**config.mk**
```make
export PLATFORM = sky130hd
export DESIGN_NAME = gemm_tile_scheduler
export DESIGN_NICKNAME = d
export VERILOG_FILES = /design/src/rtl/gemm_sched_pkg.sv /design/src/rtl/gemm_tile_counter.sv /design/src/rtl/gemm_tile_scheduler.sv
export SDC_FILE = /design/constraint.sdc
export NUM_CORES = 1
export LEC_CHECK = 0
export ABC_AREA = 1
export CAP_MARGIN = 20
export CORE_UTILIZATION = 55
export CTS_CLUSTER_DIAMETER = 120
export DETAILED_ROUTE_END_ITERATION = 7
export PLACE_DENSITY = 0.88
export REMOVE_ABC_BUFFERS = 1
export SLEW_MARGIN = 20
export SYNTH_ARGS = -nofsm -noshare
export SYNTH_HDL_FRONTEND = slang
export SYNTH_SLANG_ARGS = --single-unit
```
**constraint.sdc**
```tcl
create_clock -name clk -period 2.7 [get_ports clk]
set_input_delay 0.54 -clock clk [delete_from_list [all_inputs] [get_ports clk]]
set_output_delay 0.54 -clock clk [all_outputs]
set_load 0.05 [all_outputs]
```
**src/rtl/gemm_sched_pkg.sv**
```systemverilog
// Shared types and helpers for the GEMM tile scheduler: FSM state encoding
// and the last-index compare used by both the scheduler and its tile counter.
package gemm_sched_pkg;

    localparam int STATE_W = 3;

    typedef enum logic [STATE_W-1:0] {
        S_IDLE    = 3'd0,
        S_LOAD    = 3'd1,
        S_COMPUTE = 3'd2,
        S_STORE   = 3'd3,
        S_NEXT    = 3'd4,
        S_FINISH  = 3'd5
    } sched_state_t;

    // Callers zero-extend to 32 bits so one helper serves every counter width.
    function automatic logic is_last_idx(input logic [31:0] idx, input logic [31:0] cnt);
        return idx == (cnt - 32'd1);
    endfunction

endpackage

```
**src/rtl/gemm_tile_counter.sv**
```systemverilog
// Three-level nested m/n/k tile index counter; k advances fastest and carries
// into n, n carries into m. all_last flags the final (m, n, k) tile.
module gemm_tile_counter
    import gemm_sched_pkg::*;
#(
    parameter int CNT_W = 8
) (
    input  logic             clk,
    input  logic             rst_n,
    input  logic             clear,
    input  logic             advance,
    input  logic [CNT_W-1:0] cfg_m_tiles,
    input  logic [CNT_W-1:0] cfg_n_tiles,
    input  logic [CNT_W-1:0] cfg_k_tiles,
    output logic [CNT_W-1:0] m_idx,
    output logic [CNT_W-1:0] n_idx,
    output logic [CNT_W-1:0] k_idx,
    output logic             all_last
);

    logic [CNT_W-1:0] m_q, m_d, n_q, n_d, k_q, k_d;
    logic             mLast, nLast, kLast;

    assign mLast = is_last_idx(32'(m_q), 32'(cfg_m_tiles));
    assign nLast = is_last_idx(32'(n_q), 32'(cfg_n_tiles));
    assign kLast = is_last_idx(32'(k_q), 32'(cfg_k_tiles));

    always_comb begin
        m_d = m_q;
        n_d = n_q;
        k_d = k_q;
        if (clear) begin
            m_d = '0;
            n_d = '0;
            k_d = '0;
        end else if (advance) begin
            if (!kLast) begin
                k_d = k_q + CNT_W'(1);
            end else begin
                k_d = '0;
                if (!nLast) begin
                    n_d = n_q + CNT_W'(1);
                end else begin
                    n_d = '0;
                    m_d = mLast ? '0 : m_q + CNT_W'(1);
                end
            end
        end
    end

    always_ff @(posedge clk or negedge rst_n) begin
        if (!rst_n) begin
            m_q <= '0;
            n_q <= '0;
            k_q <= '0;
        end else begin
            m_q <= m_d;
            n_q <= n_d;
            k_q <= k_d;
        end
    end

    assign m_idx    = m_q;
    assign n_idx    = n_q;
    assign k_idx    = k_q;
    assign all_last = mLast && nLast && kLast;

endmodule

```
**src/rtl/gemm_tile_scheduler.sv**
```systemverilog
// Handshaked m/n/k tile-loop controller issuing load/compute/store commands.
// Define GEMM_SCHED_PERF_EN to add saturating busy-cycle and stall counters.
module gemm_tile_scheduler
    import gemm_sched_pkg::*;
#(
    parameter int CNT_W        = 8,
    parameter int LOAD_TIMEOUT = 255
) (
    input  logic             clk,
    input  logic             rst_n,
    input  logic             start,
    input  logic [CNT_W-1:0] cfg_m_tiles,
    input  logic [CNT_W-1:0] cfg_n_tiles,
    input  logic [CNT_W-1:0] cfg_k_tiles,
    output logic             busy,
    output logic             done,
    output logic             err,
    output logic             load_req,
    input  logic             load_ack,
    output logic             comp_req,
    output logic             comp_clear,
    input  logic             comp_ack,
    output logic             store_req,
    input  logic             store_ack,
    output logic [CNT_W-1:0] m_idx,
    output logic [CNT_W-1:0] n_idx,
    output logic [CNT_W-1:0] k_idx
`ifdef GEMM_SCHED_PERF_EN
    ,
    output logic [31:0]      perf_cycles,
    output logic [31:0]      perf_stall
`endif
);

    sched_state_t     state_q, state_d;
    logic [CNT_W-1:0] cfgM_q, cfgM_d, cfgN_q, cfgN_d, cfgK_q, cfgK_d;
    logic             err_q, err_d;
    logic [31:0]      wait_q, wait_d;
    logic             cfgValid, kLast, allLast, cntClear, cntAdvance;

    assign cfgValid = (cfg_m_tiles != '0) && (cfg_n_tiles != '0) && (cfg_k_tiles != '0);
    assign kLast    = is_last_idx(32'(k_idx), 32'(cfgK_q));

    gemm_tile_counter #(
        .CNT_W (CNT_W)
    ) u_counter (
        .clk         (clk),
        .rst_n       (rst_n),
        .clear       (cntClear),
        .advance     (cntAdvance),
        .cfg_m_tiles (cfgM_q),
        .cfg_n_tiles (cfgN_q),
        .cfg_k_tiles (cfgK_q),
        .m_idx       (m_idx),
        .n_idx       (n_idx),
        .k_idx       (k_idx),
        .all_last    (allLast)
    );

    always_comb begin
        state_d    = state_q;
        cfgM_d     = cfgM_q;
        cfgN_d     = cfgN_q;
        cfgK_d     = cfgK_q;
        err_d      = err_q;
        wait_d     = (state_q == S_LOAD) ? wait_q : '0;
        cntClear   = 1'b0;
        cntAdvance = 1'b0;
        case (state_q)
            S_IDLE: begin
                if (start) begin
                    if (!cfgValid) begin
                        err_d = 1'b1;
                    end else begin
                        cfgM_d   = cfg_m_tiles;
                        cfgN_d   = cfg_n_tiles;
                        cfgK_d   = cfg_k_tiles;
                        err_d    = 1'b0;
                        cntClear = 1'b1;
                        state_d  = S_LOAD;
                    end
                end
            end
            S_LOAD: begin
                if (load_ack) begin
                    state_d = S_COMPUTE;
                end else if (LOAD_TIMEOUT != 0) begin
                    // The stall is only reported; the load keeps waiting.
                    if (wait_q < 32'(LOAD_TIMEOUT)) wait_d = wait_q + 32'd1;
                    if (wait_q == 32'(LOAD_TIMEOUT - 1)) err_d = 1'b1;
                end
            end
            S_COMPUTE: begin
                if (comp_ack) state_d = kLast ? S_STORE : S_NEXT;
            end
            S_STORE: begin
                if (store_ack) state_d = S_NEXT;
            end
            S_NEXT: begin
                cntAdvance = !allLast;
                state_d    = allLast ? S_FINISH : S_LOAD;
            end
            S_FINISH: state_d = S_IDLE;
            default:  state_d = S_IDLE;
        endcase
    end

    always_ff @(posedge clk or negedge rst_n) begin
        if (!rst_n) begin
            state_q <= S_IDLE;
            cfgM_q  <= '0;
            cfgN_q  <= '0;
            cfgK_q  <= '0;
            err_q   <= 1'b0;
            wait_q  <= '0;
        end else begin
            state_q <= state_d;
            cfgM_q  <= cfgM_d;
            cfgN_q  <= cfgN_d;
            cfgK_q  <= cfgK_d;
            err_q   <= err_d;
            wait_q  <= wait_d;
        end
    end

    assign busy       = (state_q != S_IDLE);
    assign done       = (state_q == S_FINISH);
    assign err        = err_q;
    assign load_req   = (state_q == S_LOAD);
    assign comp_req   = (state_q == S_COMPUTE);
    assign comp_clear = (state_q == S_COMPUTE) && (k_idx == '0);
    assign store_req  = (state_q == S_STORE);

`ifdef GEMM_SCHED_PERF_EN
    logic [31:0] perfCycles_q, perfStall_q;
    logic        acceptStart, stallCycle;

    assign acceptStart = (state_q == S_IDLE) && start && cfgValid;
    assign stallCycle  = (load_req && !load_ack) || (comp_req && !comp_ack) ||
                         (store_req && !store_ack);

    always_ff @(posedge clk or negedge rst_n) begin
        if (!rst_n) begin
            perfCycles_q <= '0;
            perfStall_q  <= '0;
        end else if (acceptStart) begin
            perfCycles_q <= '0;
            perfStall_q  <= '0;
        end else begin
            if (busy && (perfCycles_q != '1)) perfCycles_q <= perfCycles_q + 32'd1;
            if (stallCycle && (perfStall_q != '1)) perfStall_q <= perfStall_q + 32'd1;
        end
    end

    assign perf_cycles = perfCycles_q;
    assign perf_stall  = perfStall_q;
`endif

endmodule
```
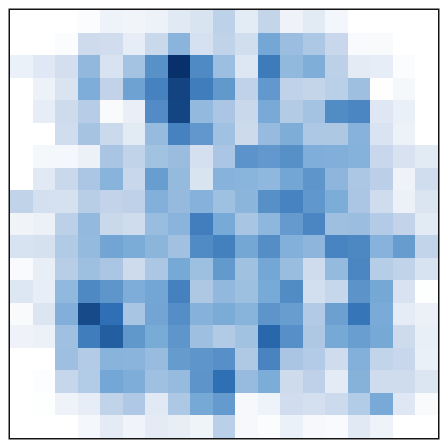
**Above:** run 1 (signal metal coverage by tile).
19 x 19 tiles, from white (low) to dark blue (high), scaled to the fullest tile. Values are wire area over tile area, all layers added.
- tiles over half the peak: 21%
- densest ninth of the die: centre
- fullest tile: 0.61
- mean over tiles: 0.19
- nearly empty tiles: 10%
GRT Util Overall: 24.87%
routed len/inst: 12.97 um

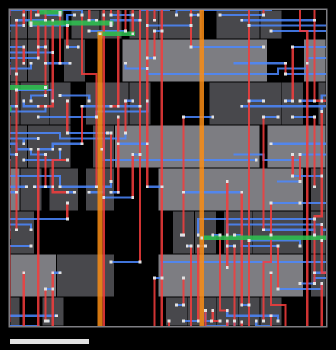
**Above:** run 1 (layout detail).
Bar = 5 um. Region (38, 58) to (58, 78) um. Cells in grey, sequential cells in the stronger grey; small squares are vias.
- orange: met4
- red: met2
- green: met3
- blue: met1
- sequential cells in the window: 4
- cells with their middle in the window: 42
- netlist names of flops here include: `u_counter.n_idx` (2)
- most frequent: nand2_1 (10), o21ai_0 (6), inv_1 (5)

==> run summary, run 1 <==
Implementation results.

The largest cell class by area is combinational gates. Non-clock inverters in the final layout number 112. The number of buffers inserted by post-CTS setup repair is 0.

The final report lists the setup-violating endpoint count as 0. Per the layout report, the design carries 708 filler cells. The warning count from the yosys run is 0. The share of the clock period used by the worst path is 95.31%. The script extracted a net switching power of 3.230 mW. Measured in cells, the most critical reg-to-reg path has a length of 15.

The area of all placed cells without fillers is 0.005857 mm^2. The violation count after the first detailed-route iteration is 152. From synthesis to final layout, the design area changed by 18.45%. Among all stages on the critical path, the maximum delay recorded is 0.81 ns.

For reference, XOR and XNOR gates occupy 6.022% of the area reported after synthesis. In this run, power in the clock network comes to 845 uW. The number of flip-flops in the largest register is 32. The register bank with the most flops is wait_q.

The area of the chip is 0.009373 mm^2. The count of tool warnings is 27. The worst register-to-register path begins at cfgM_q[0]$_DFFE_PN0P_. The most frequent logic cell in the layout is sky130_fd_sc_hd__nand2_1. The number of levels in the clock H-tree is 3. The CTS log lists the clock sinks for this run as 84. Power attributed to sequential cells is 2.06 mW. The kind of start point of the critical path is a register. The required time of the critical path is 2.16 ns. The share of final-layout standard cells stronger than drive strength 1 is 5.812%. The synthesis stats list as the most numerous cell sky130_fd_sc_hd__nand2_1. The starting density of the core is 56.70%.

The number of global-route vias before repair is 4264. The repair_antennas step left the layout with diodes totalling 0. The x dimension of the die is 96.82 um. The DRC violation count after routing is 0. The gate family responsible for the most delay along the worst path is buffers and inverters. The chip area from the yosys synthesis statistics is 0.004945 mm^2. The kind of end point of the critical path is an output port. The final design was reported to hold multi-input combinational gates totalling 478.

Yosys mapped a number of flops with a built-in enable equal to 0. The routed wire length on met2 is 5.427 mm. The mean post-synth cell area is 7.187 um^2.

The max-slew check reports its worst relative slack as 64.08%. The flow ran to the end, and the final reports show no timing, DRC or antenna violations. The critical path start-end classification is register to output port. The final hold violation count is 0. The area of the placeable core is 0.008721 mm^2. The critical path depth is 5. Once detail routing completed, the nets flagged for antenna violations numbered 0. The met3 wire length is 576 um. The total of flip-flops plus latches after synthesis is 84.

The clock transition at the registers of the reported paths is 0.09 ns. The cell seen most often among critical-path stages is sky130_fd_sc_hd__inv_1. The design has 84 sequential cells. Among all flip-flop cells after synthesis, the most frequent one is sky130_fd_sc_hd__dfrtp_1. The post-layout instance count excluding filler cells is 865. The count of cell types in the netlist is 34. The TritonCTS clock tree is yes.

The complex-gate fraction of the synthesized area is 6.528%. The fraction of power spent switching nets is 50.04%. The share of synthesized cell area in and, or, nand and nor gates is 32.69%. The pin count of the biggest net entering global routing is 54. The static power due to leakage is 2.919 nW. Note, the detailed placer reported a final HPWL of 8.358 mm.

The met3 layer usage reported by global route is 4.697%. Per the synthesis report, the dominant area consumer among library cells is sky130_fd_sc_hd__dfrtp_1. The area fraction in full adders, half adders and majority gates is 2.277%. The number of antenna violations at the first check in global routing came to 0. Measured on the finished design, the core utilization comes to 67.16%.

The peak supply drop is 407.9 uV. The wire length on met1 is 4.984 mm. The max-slew violation count is 0.

The multi-input logic portion of the cell area is 40.12%. The largest family of logic cells by area is simple AND/OR/NAND/NOR gates. For this design, Yosys synthesis ends with a cell count of 688. Summed over its instances, the top area cell type makes up 42.51% of the synthesized netlist area. The total negative slack is 0 ns.

The total instance count after detailed placement is 849. The routed layout has 4545 vias. The routed wire length is 11.22 mm. Setup repair after global routing left no endpoint under its margin.

The cell area after synthesis is 0.004945 mm^2. The die height is 96.82 um. Of the total power, combinational logic draws 55.0%.

The maximum clock frequency is 0.3886 GHz. The critical path maximum fanout is 4. The critical path starts at state_q[1]$_DFFE_PN0P_. After technology mapping, the gate count stands at 688. In the synthesized netlist, the cells that appear most often are sky130_fd_sc_hd__nand2_1, sky130_fd_sc_hd__inv_1, sky130_fd_sc_hd__nor2_1. In the final layout, the multi-input gates occupy 0.002350 mm^2. The global-route wire length before repair is 19.09 mm. In this run, post-CTS hold repair placed 0 buffers.

Prior to clock tree synthesis, the placed netlist has a worst setup slack of 0.05377 ns. The dominant power group is combinational logic. The number of I/O pins is 61. The transition time recorded at the tightest slew-check pin is 0.5331 ns.

The data arrival time reported for the critical path is 2.03 ns. The fraction of met1 tracks used by global routing is 32.78%. The power consumption is 6.455 mW. The clock network accounts for 13.1% of the total power. In the layout the commonest cells are sky130_fd_sc_hd__nand2_1, sky130_fd_sc_hd__inv_1, sky130_fd_sc_hd__nor2_1.

Across all hold checks on the routed design, the worst slack comes to 0.1170 ns. Signal routing reaches up to met4. The combinational power is 3.55 mW.

The sequential cells in the finished layout cover a total of 0.002102 mm^2. The total number of nets in the final design is 791. For reference, the critical path cell chain is inv_1 -> nor2_1 -> nand2_1 -> inv_1 -> clkdlybuf4s50_1. The buffering stage count on the worst path with inverters included is 3. The master of the slowest instance on the critical path is sky130_fd_sc_hd__clkdlybuf4s50_1. Per the detail_route report, vias per standard cell equal 5.254. The report lists the number of standard-cell rows as 34.
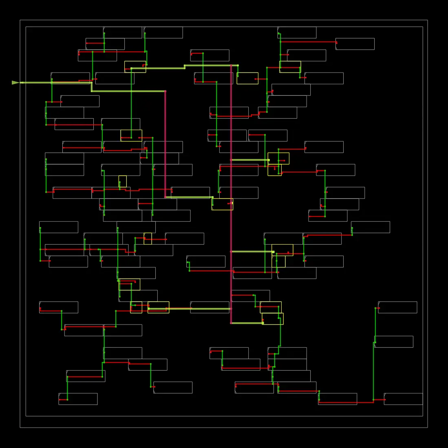
**Above:** run 1 (clock nets).
clkbuf count: 11
number of buffers inserted during clock tree synthesis: 9
clock latency reported for the late side of the worst-skew pair: 0.36 ns

==> run 2: changes to the inputs <==
Settings changed: CORE_UTILIZATION 55 to 42, PLACE_DENSITY 0.88 to 0.72.
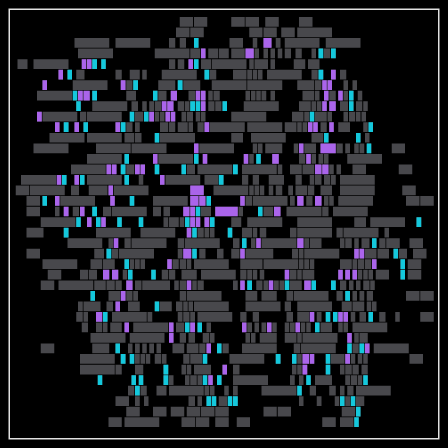
**Above:** run 2 (gate-type map).
- purple: NOR gates (cells 115)
- cyan: inverters (cells 112; where all over the die)
Comb/total area: 38.98%
commonest non-fill, non-tap cell in the layout: sky130_fd_sc_hd__nand2_1
count of non-filler cells in the finished layout: 902

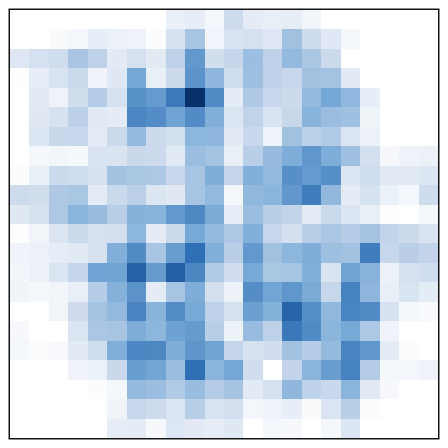
**Above:** run 2 (signal metal coverage by tile).
22 x 22 tiles, from white (low) to dark blue (high), scaled to the fullest tile. Values are wire area over tile area, all layers added.
- fullest tile: 0.62
- nearly empty tiles: 18%
- tiles over half the peak: 13%
- densest ninth of the die: centre
- emptiest ninth of the die: north-east
- mean over tiles: 0.15
vias after detailed routing: 4537
final WL: 11.71 mm
GRT Util Overall: 20.12%
routed len/inst: 12.98 um

==> run summary, run 2 <==
Implementation results.

The number of I/O pins is 61 (unchanged). The met3 wire length is 478 um (was 576 um). The cts-stage hold buffer count was 0 (unchanged). The worst-case hold slack was 0.1826 ns (was 0.1170 ns).

The cell area after synthesis is 0.004945 mm^2 (unchanged). The highest net fanout along the worst path was 4 (unchanged). The total clock network power is 1.19 mW (was 845 uW). The net switching power of the design came to 3.327 mW (was 3.230 mW).

The worst slack after detailed placement came to 0.2293 ns (was 0.05377 ns). The number of antenna violations at the first check in global routing is 0 (unchanged). The TritonCTS clock tree is yes (unchanged). The static power due to leakage came to 2.980 nW (was 2.919 nW).

Highest-count cells in the layout ignoring fill and taps: sky130_fd_sc_hd__nand2_1, sky130_fd_sc_hd__inv_1, sky130_fd_sc_hd__nor2_1 (unchanged). The antenna diode count is 0 (unchanged). The estimated wirelength of the detail-placed design is 8.816 mm (was 8.358 mm).

The floorplan row count is 39 (was 34). The number of global-route vias before repair came to 4338 (was 4264). The master of the slowest instance on the critical path is sky130_fd_sc_hd__clkdlybuf4s50_1 (unchanged).

The complex-gate fraction of the synthesized area is 6.528% (unchanged). The die height came to 110.5 um (was 96.82 um). The endpoint arrival time on the critical path was 2.06 ns (was 2.03 ns). The worst relative slew slack is 63.84% (was 64.08%). The storage element area is 0.002102 mm^2 (unchanged). The biggest cell delay along the critical path was 0.89 ns (was 0.81 ns). The chip area from the yosys synthesis statistics came to 0.004945 mm^2 (unchanged). The largest family of logic cells by area is simple AND/OR/NAND/NOR gates (unchanged).

The first-pass iteration count of the detailed router was 5 (unchanged). The cell depth of the worst flop-to-flop path is 13 (was 15). The number of buffers created by CTS is 9 (unchanged).

The largest area contributor in the synthesized netlist is sky130_fd_sc_hd__dfrtp_1 (unchanged). The maximum clock frequency came to 0.3851 GHz (was 0.3886 GHz). The final core utilization is 52.57% (was 67.16%).

The area fraction in full adders, half adders and majority gates is 2.277% (unchanged). The share of synthesized cell area in and, or, nand and nor gates was 32.69% (unchanged). The fraction of power spent switching nets is 48.59% (was 50.04%).

The share of final-layout standard cells stronger than drive strength 1 is 6.061% (was 5.812%). The count of cell types in the netlist was 34 (unchanged). The starting density of the core is 43.12% (was 56.70%). The number of levels in the clock H-tree was 3 (unchanged). The power consumption is 6.847 mW (was 6.455 mW). The count of flip-flops with a built-in enable after synthesis was 0 (unchanged). The max-slew violation count came to 0 (unchanged). The warning count from the yosys run is 0 (unchanged). The layout inverter count without the clock tree is 112 (unchanged). The x dimension of the die was 110.5 um (was 96.82 um). The highest routed metal layer is met4 (unchanged).

The dominant power group is combinational logic (unchanged). The routed via count divided by cell count is 5.030 (was 5.254). The largest cell class by area is combinational gates (unchanged).

The count of tool warnings is 27 (unchanged). The dominant register cell in the synthesized netlist is sky130_fd_sc_hd__dfrtp_1 (unchanged). The buffering stage count on the worst path with inverters included is 2 (was 3). The share of the clock period used by the worst path is 96.18% (was 95.31%). The count of nets left with antenna violations after detail routing is 0 (unchanged). The startpoint of the worst setup timing path is state_q[1]$_DFFE_PN0P_ (unchanged).

The filler cell count is 1085 (was 708). The sequential-cell power consumption is 2.07 mW (was 2.06 mW). The global-route wire length before repair came to 20.09 mm (was 19.09 mm).

The launch instance of the worst register-to-register path was cfgK_q[0]$_DFFE_PN0P_ (was cfgM_q[0]$_DFFE_PN0P_). The later-pin clock latency in the skew report was 0.34 ns (was 0.36 ns). The kind of end point of the critical path was an output port (unchanged). Unrepaired setup endpoints after global routing: no (unchanged). The combinational power came to 3.58 mW (was 3.55 mW). The pin count of the biggest net entering global routing was 43 (was 54). The fraction of met1 tracks used by global routing is 26.77% (was 32.78%).

The setup violation total in the final timing report is 0 (unchanged). The area of the chip came to 0.01221 mm^2 (was 0.009373 mm^2). The critical path depth was 3 (was 5). Commonest cells post-synth: sky130_fd_sc_hd__nand2_1, sky130_fd_sc_hd__inv_1, sky130_fd_sc_hd__nor2_1 (unchanged).

The register bank with the most flops is wait_q (unchanged). The mean post-synth cell area is 7.187 um^2 (unchanged). The parity-gate share of the synthesized area counting xor and xnor cells came to 6.022% (unchanged). The clock buffer count in the final layout is 10 (was 11).

Run status: complete, no violations (unchanged). The kind of start point of the critical path was a register (unchanged). Cell-by-cell listing of the critical path: inv_1 -> nor3_1 -> clkdlybuf4s50_1 (was inv_1 -> nor2_1 -> nand2_1 -> inv_1 -> clkdlybuf4s50_1). The yosys stat cell total is 688 (unchanged). The total instance count after detailed placement is 886 (was 849).

The most popular library cell in the synthesized design by count is sky130_fd_sc_hd__nand2_1 (unchanged). The count of clock tree sinks is 84 (unchanged). The combinational share of power came to 52.3% (was 55.0%). The area added between synthesis and finish is 21.91% (was 18.45%). The violation count after the first detailed-route iteration is 344 (was 152). The gate family responsible for the most delay along the worst path is buffers and inverters (unchanged). The met3 layer usage reported by global route came to 4.061% (was 4.697%). The total negative slack is 0 ns (unchanged). The final hold violation count is 0 (unchanged).

The cell count after synthesis is 688 (unchanged). The area fraction of the dominant cell type after synthesis is 42.51% (unchanged). The total of flip-flops plus latches after synthesis was 84 (unchanged).

The proportion of power drawn by the clock network is 17.4% (was 13.1%). The register area share after synthesis came to 42.51% (unchanged). The area of the placeable core is 0.01147 mm^2 (was 0.008721 mm^2).

The multi-input gate count is 478 (unchanged). The peak supply drop is 560.3 uV (was 407.9 uV). The number of flip-flops in the largest register came to 32 (unchanged). The last element of the critical path is store_req (was comp_req).
No activity file was given, so power comes from the tool's default toggle rates.
